<file path="config.mk">
export PLATFORM = sky130hd
export DESIGN_NAME = dmem_arbiter
export DESIGN_NICKNAME = d
export VERILOG_FILES = /design/src/rtl/dmem_arbiter.sv
export SDC_FILE = /design/constraint.sdc
export NUM_CORES = 1
export LEC_CHECK = 0
export CAP_MARGIN = 40
export CORE_AREA = 2 2 122 124
export CTS_CLUSTER_DIAMETER = 60
export DETAILED_ROUTE_END_ITERATION = 8
export DIE_AREA = 0 0 124 126
export PLACE_DENSITY = 0.5
export SETUP_SLACK_MARGIN = 0.4
export SKIP_CTS_REPAIR_TIMING = 1
export SYNTH_ARGS = -nofsm -noshare
export SYNTH_HDL_FRONTEND = slang
export SYNTH_SLANG_ARGS = --single-unit
</file>
<file path="constraint.sdc">
create_clock -name clk -period 6.2 [get_ports clk]
set_clock_uncertainty 0.1 [all_clocks]
set_input_delay 1.55 -clock clk [delete_from_list [all_inputs] [get_ports clk]]
set_output_delay 1.55 -clock clk [all_outputs]
set_load 0.05 [all_outputs]
</file>
<file path="src/rtl/dmem_arbiter.sv">
// dmem_arbiter: shares one single-port data memory between the core LSU and the
// GEMM accelerator DMA port. One grant per cycle, round-robin on ties, optional
// accelerator burst lock bounded by MAX_BURST, and 1-cycle read-data routing.
module dmem_arbiter #(
  parameter int ADDR_W    = 32,
  parameter int MAX_BURST = 8
) (
  input  logic              clk,
  input  logic              rst_n,
  input  logic              core_req,
  input  logic              core_we,
  input  logic [ADDR_W-1:0] core_addr,
  input  logic [31:0]       core_wdata,
  input  logic [3:0]        core_mask,
  output logic              core_gnt,
  output logic [31:0]       core_rdata,
  output logic              core_rvalid,
  input  logic              acc_req,
  input  logic              acc_we,
  input  logic [ADDR_W-1:0] acc_addr,
  input  logic [31:0]       acc_wdata,
  input  logic [3:0]        acc_mask,
  input  logic              acc_lock,
  output logic              acc_gnt,
  output logic [31:0]       acc_rdata,
  output logic              acc_rvalid,
  output logic              mem_cs,
  output logic              mem_we,
  output logic [ADDR_W-1:0] mem_addr,
  output logic [31:0]       mem_wdata,
  output logic [3:0]        mem_mask,
  input  logic [31:0]       mem_rdata,
  input  logic              mem_valid
);

  localparam int CNT_W = $clog2(MAX_BURST + 1);
  localparam logic [CNT_W-1:0] MAX_CNT = CNT_W'(MAX_BURST);
  localparam logic [CNT_W-1:0] ONE_CNT = CNT_W'(1);

  typedef enum logic {ARB, ACC_BURST} state_t;

  state_t           state_reg, state_next;
  logic             last_acc_reg, last_acc_next;   // 1: most recent grant went to acc
  logic [CNT_W-1:0] burst_cnt_reg, burst_cnt_next;
  logic             rd_owner_acc_reg;              // 1: outstanding read belongs to acc
  logic             rd_owner_vld_reg;
  logic             gnt_core_raw, gnt_acc_raw;
  logic             rd_issue;

  // State, round-robin pointer and burst counter registers
  always_ff @(posedge clk or negedge rst_n) begin
    if (!rst_n) begin
      state_reg     <= ARB;
      last_acc_reg  <= 1'b1;
      burst_cnt_reg <= '0;
    end else begin
      state_reg     <= state_next;
      last_acc_reg  <= last_acc_next;
      burst_cnt_reg <= burst_cnt_next;
    end
  end

  // Grant decision and next-state logic; a dropped lock falls through to normal arbitration
  always_comb begin
    gnt_core_raw   = 1'b0;
    gnt_acc_raw    = 1'b0;
    state_next     = state_reg;
    burst_cnt_next = burst_cnt_reg;
    last_acc_next  = last_acc_reg;
    if (state_reg == ACC_BURST && acc_req && acc_lock) begin
      if (burst_cnt_reg < MAX_CNT || !core_req) begin
        gnt_acc_raw    = 1'b1;
        burst_cnt_next = (burst_cnt_reg < MAX_CNT) ? burst_cnt_reg + ONE_CNT : MAX_CNT;
      end else begin
        gnt_core_raw   = 1'b1;
        burst_cnt_next = '0;
        state_next     = ARB;
      end
    end else begin
      state_next     = ARB;
      burst_cnt_next = '0;
      if (core_req && acc_req) begin
        gnt_core_raw = last_acc_reg;
        gnt_acc_raw  = !last_acc_reg;
      end else begin
        gnt_core_raw = core_req;
        gnt_acc_raw  = acc_req;
      end
      if (gnt_acc_raw && acc_lock) begin
        state_next     = ACC_BURST;
        burst_cnt_next = ONE_CNT;
      end
    end
    if (gnt_core_raw) begin
      last_acc_next = 1'b0;
    end else if (gnt_acc_raw) begin
      last_acc_next = 1'b1;
    end
  end

  // Grants are forced low while reset is asserted so the memory bus goes quiet at once
  always_comb begin
    core_gnt  = gnt_core_raw & rst_n;
    acc_gnt   = gnt_acc_raw & rst_n;
    mem_cs    = core_gnt | acc_gnt;
    mem_we    = (core_gnt & core_we) | (acc_gnt & acc_we);
    mem_addr  = core_gnt ? core_addr  : (acc_gnt ? acc_addr  : '0);
    mem_wdata = core_gnt ? core_wdata : (acc_gnt ? acc_wdata : '0);
    rd_issue  = mem_cs & ~mem_we;
  end

  // Byte-lane enables only pass through for a granted write
  generate
    for (genvar gi = 0; gi < 4; gi++) begin : g_lane
      assign mem_mask[gi] = (core_gnt & core_we & core_mask[gi]) |
                            (acc_gnt & acc_we & acc_mask[gi]);
    end
  endgenerate

  // Remember who owns the read whose data returns next cycle
  always_ff @(posedge clk or negedge rst_n) begin
    if (!rst_n) begin
      rd_owner_vld_reg <= 1'b0;
      rd_owner_acc_reg <= 1'b0;
    end else begin
      rd_owner_vld_reg <= rd_issue;
      if (rd_issue) begin
        rd_owner_acc_reg <= acc_gnt;
      end
    end
  end

  // Read data is shared; only the owner sees rvalid
  always_comb begin
    core_rdata  = mem_rdata;
    acc_rdata   = mem_rdata;
    core_rvalid = mem_valid & rd_owner_vld_reg & ~rd_owner_acc_reg;
    acc_rvalid  = mem_valid & rd_owner_vld_reg & rd_owner_acc_reg;
  end

endmodule

</file>
drive_strength.png
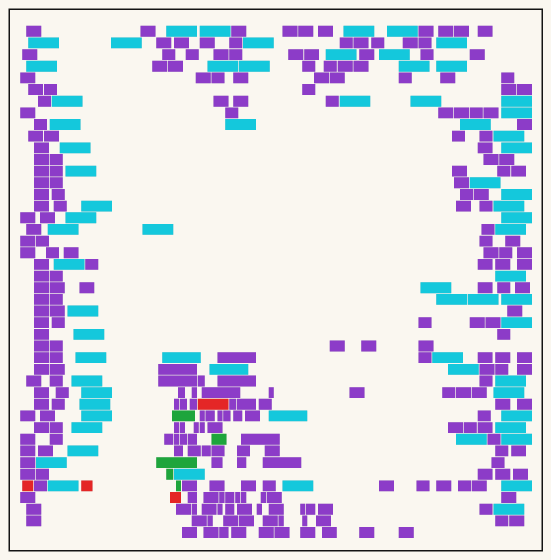
[purple] drive 1 or less | cells: 271 | share: 78% | most used: clkdlybuf4s50_1
[green] drive 2 | cells: 5 | share: 1.4%
[red] drive 3 to 4 | cells: 4 | share: 1.1% | most used: buf_4
[cyan] drive 6 and up | cells: 69 | share: 20% | most used: buf_12
final instance area: 4250 sq um
worst setup margin: 658 ps
Area growth syn-to-layout: 148%

==> ci_impl_report.md <==
### Metrics collected by this job

| Metric | Value |
|---|---|
| Status | `complete, no violations` |
| Final hold slack | `444 ps` |
| GRT overflow | `0` |
| Area post-placement | `4170 sq um` |
| Share of the yosys chip area belonging to registers | `0.117` |
| Worst-Margin Slew | `500 ps` |
| FP Core Util | `0.120` |
| Yosys cell types | `29` |
| Worst hold start | `last_acc_reg$_DFFE_PN1P_` |
| Placed cells | `529` |
| RSZ-0062 raised after global routing | `false` |
| Crit Reg-Reg Startpoint | `state_reg$_DFFE_PN0P_` |
| Crit path required time | `4550 ps` |
| First-pass detailed-route iteration total | `4` |
| Crit path launch | `acc_req` |
| Inserted Clock Buffers | `3` |
| Antenna-violating nets left | `0` |
| I/O pin cnt | `314` |
| Top Usage Layer GRT | `met2` |
| Post-synthesis chip area from yosys | `1720 sq um` |
| Critical Path End Type | `output pin` |
| Die height | `126 microns` |
| Top Layout Cells | `clkdlybuf4s50_1 (151), buf_12 (66), a22o_1 (65), nand2_1 (14), dfrtp_1 (7)` |
| Number of failing hold endpoints at the final stage | `0` |
| Via density per instance | `3.92` |
| Layout cells sized above 1 | `0.223` |
| CTS tree | `done` |
| Cell Chain, Critical Path | `clkdlybuf4s50_1, and4b_1, a311o_4, clkinv_2, buf_12, a22o_1, buf_12` |
| Initial antenna violation count | `0` |
| Yosys cell count | `204` |
| Largest stage delay, worst path | `590 ps` |
| Slowest CP cell | `clkdlybuf4s50_1` |
| P_leak | `0.00169 uW` |
| Clk_lat worst skew | `230 ps` |
| Critical path buffers and inverters | `4` |
| Final net count | `527` |
| Final GP Congestion | `0.780` |
| Global Route met2 Usage | `0.154` |
| Final Util | `0.297` |
| Max FFs per register | `4` |
| Antenna Cells | `0` |
| Max-cap violations | `0` |
| Log Warnings | `26` |
| Critical path class | `input pin to output pin` |
| Mapped cell area | `1720 sq um` |
| Max Fclk | `0.180 GHz` |
| Initial DRC Count | `116` |
| Worst-path fanout max | `42` |
| Min Tclk post-route | `5540 ps` |
| Syn_area_per_cell | `8.41 sq um` |
| Core Area | `14,300 sq um` |
| Final Slew Violations | `0` |
| Largest net degree at the start of global routing | `43` |
| Family with the most delay on the worst path | `buffers and inverters` |
| Pwr Density | `144 nW/um^2` |
| Final setup fails | `0` |
| Synthesis-stage register bit count | `8` |
| Die area | `15,600 sq um` |
| Mapped Nets | `381` |
| Die width | `124 microns` |
| VDD IR-drop max | `0.104 mV` |
| Dominant logic cell type in the layout | `clkdlybuf4s50_1` |
| CTS H-tree depth | `1` |
| Worst Setup Start Kind | `input pin` |
| Clock net sink count | `8` |
| Period utilisation layout | `0.894` |
| Vias in the first global route | `2,011` |
| Slew margin rel. | `0.666` |
| Most Frequent Cell on Critical Path | `buf_12` |
| CP Data Arrival Time | `3890 ps` |
| Hpwl dp | `6600 microns` |
| Port buffer count | `217` |
| Rows | `44` |
metal_stack.png
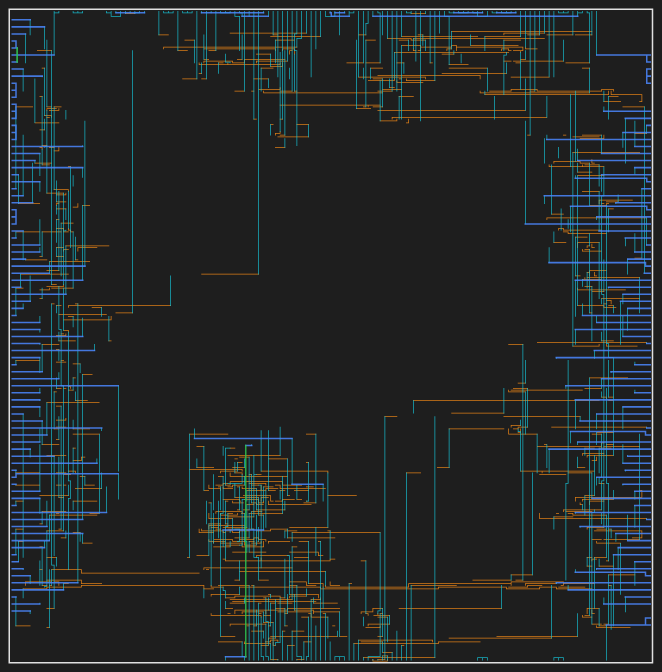
[green] met4 | wire length: 43.5 microns
[orange] met1 | wire length: 2,610 microns
[cyan] met2 | wire length: 3,700 microns
[blue] met3 | wire length: 1,260 microns
Routed WL: 7610 microns
WL/cell: 14.3 microns
Total GRT Usage: 0.0866

==> report_power, final <==
group          total (uW)  switching (uW)  internal [uW]
Clock                 112            25.9           85.7
Sequential           60.5            3.75           56.7
Combinational         442             209            233
Total                 614             238            375
==> area by class of cell <==
cell class | instances | area, sq um
fillers | 1499 | 10100
repair buffers | 220 | 2860
multi-input cells | 113 | 867
well taps | 184 | 230
flip-flops and latches | 8 | 201
clock buffers | 4 | 78.8
inverters | 4 | 16.3
==> Yosys cell counts <==
master	n	area, sq um
o221ai_2	1	15.0
clkinv_2	1	5.00
buf_2	7	35.0
buf_12	5	100
dfrtp_1	7	175
xnor2_1	1	8.76
nor3_1	1	5.00
inv_1	3	11.3
clkbuf_1	2	7.51
a31oi_1	1	6.26
and4b_1	2	20.0
ha_1	1	12.5
nand4_1	1	6.26
a21oi_1	2	10.0
and4_1	1	8.76
o22ai_1	5	31.3
and3_1	2	12.5
buf_4	65	488
and2_1	3	18.8
nand3_2	1	10.0
a311o_4	1	20.0
dfstp_2	1	26.3
nand3b_1	1	7.51
o22a_1	1	8.76
nor2_1	4	15.0
nand2_1	14	52.6
a22o_1	65	569
o21ai_0	4	20.0
a221oi_1	1	8.76
==> stage by stage <==
step           setup WS, ps  power [uW]
6_report                658         614
3_5_place_dp            646         506
3_3_place_gp            694         505
4_1_cts                 644         622
5_1_grt                 530         641
2_1_floorplan          1250         364
==> worst paths after layout <==
kind | to | slack [ps] | cells past startpoint
setup / recovery | mem_addr[27] | 660 | 7
hold / removal | last_acc_reg$_DFFE_PN1P_ | 440 | 2
setup reg to reg | rd_owner_acc_reg$_DFFE_PN0P_ | 4630 | 3
hold reg to reg | last_acc_reg$_DFFE_PN1P_ | 440 | 2
max in group asynchronous | last_acc_reg$_DFFE_PN1P_ | 4110 | 1
min in group asynchronous | rd_owner_vld_reg$_DFF_PN0_ | 1540 | 1
==> tightest hold or removal path, stage by stage, from the launching register on <==
cell     delay, ps
dfstp_2        370
nor2_1          70
o21ai_0         80
==> cells by family (layout without fill, tap and decap cells) <==
family	Yosys count	in the layout	share of synthesized area
adder cells (fa/ha/maj)	1	1	0.00729
buffers and inverters	83	228	0.377
AND-OR/OR-AND	81	81	0.402
AND/OR/NAND/NOR	30	30	0.0912
XOR/XNOR	1	1	0.00511
flip-flops	8	8	0.117
==> per-layer routing <==
metal | vias to the layer above | wire length [microns]
li1 | 996 | -
met3 | 4 | 1260
met5 | - | 0
met1 | 916 | 2610
met2 | 171 | 3700
met4 | 0 | 43
Power and IR drop assume default switching activity.
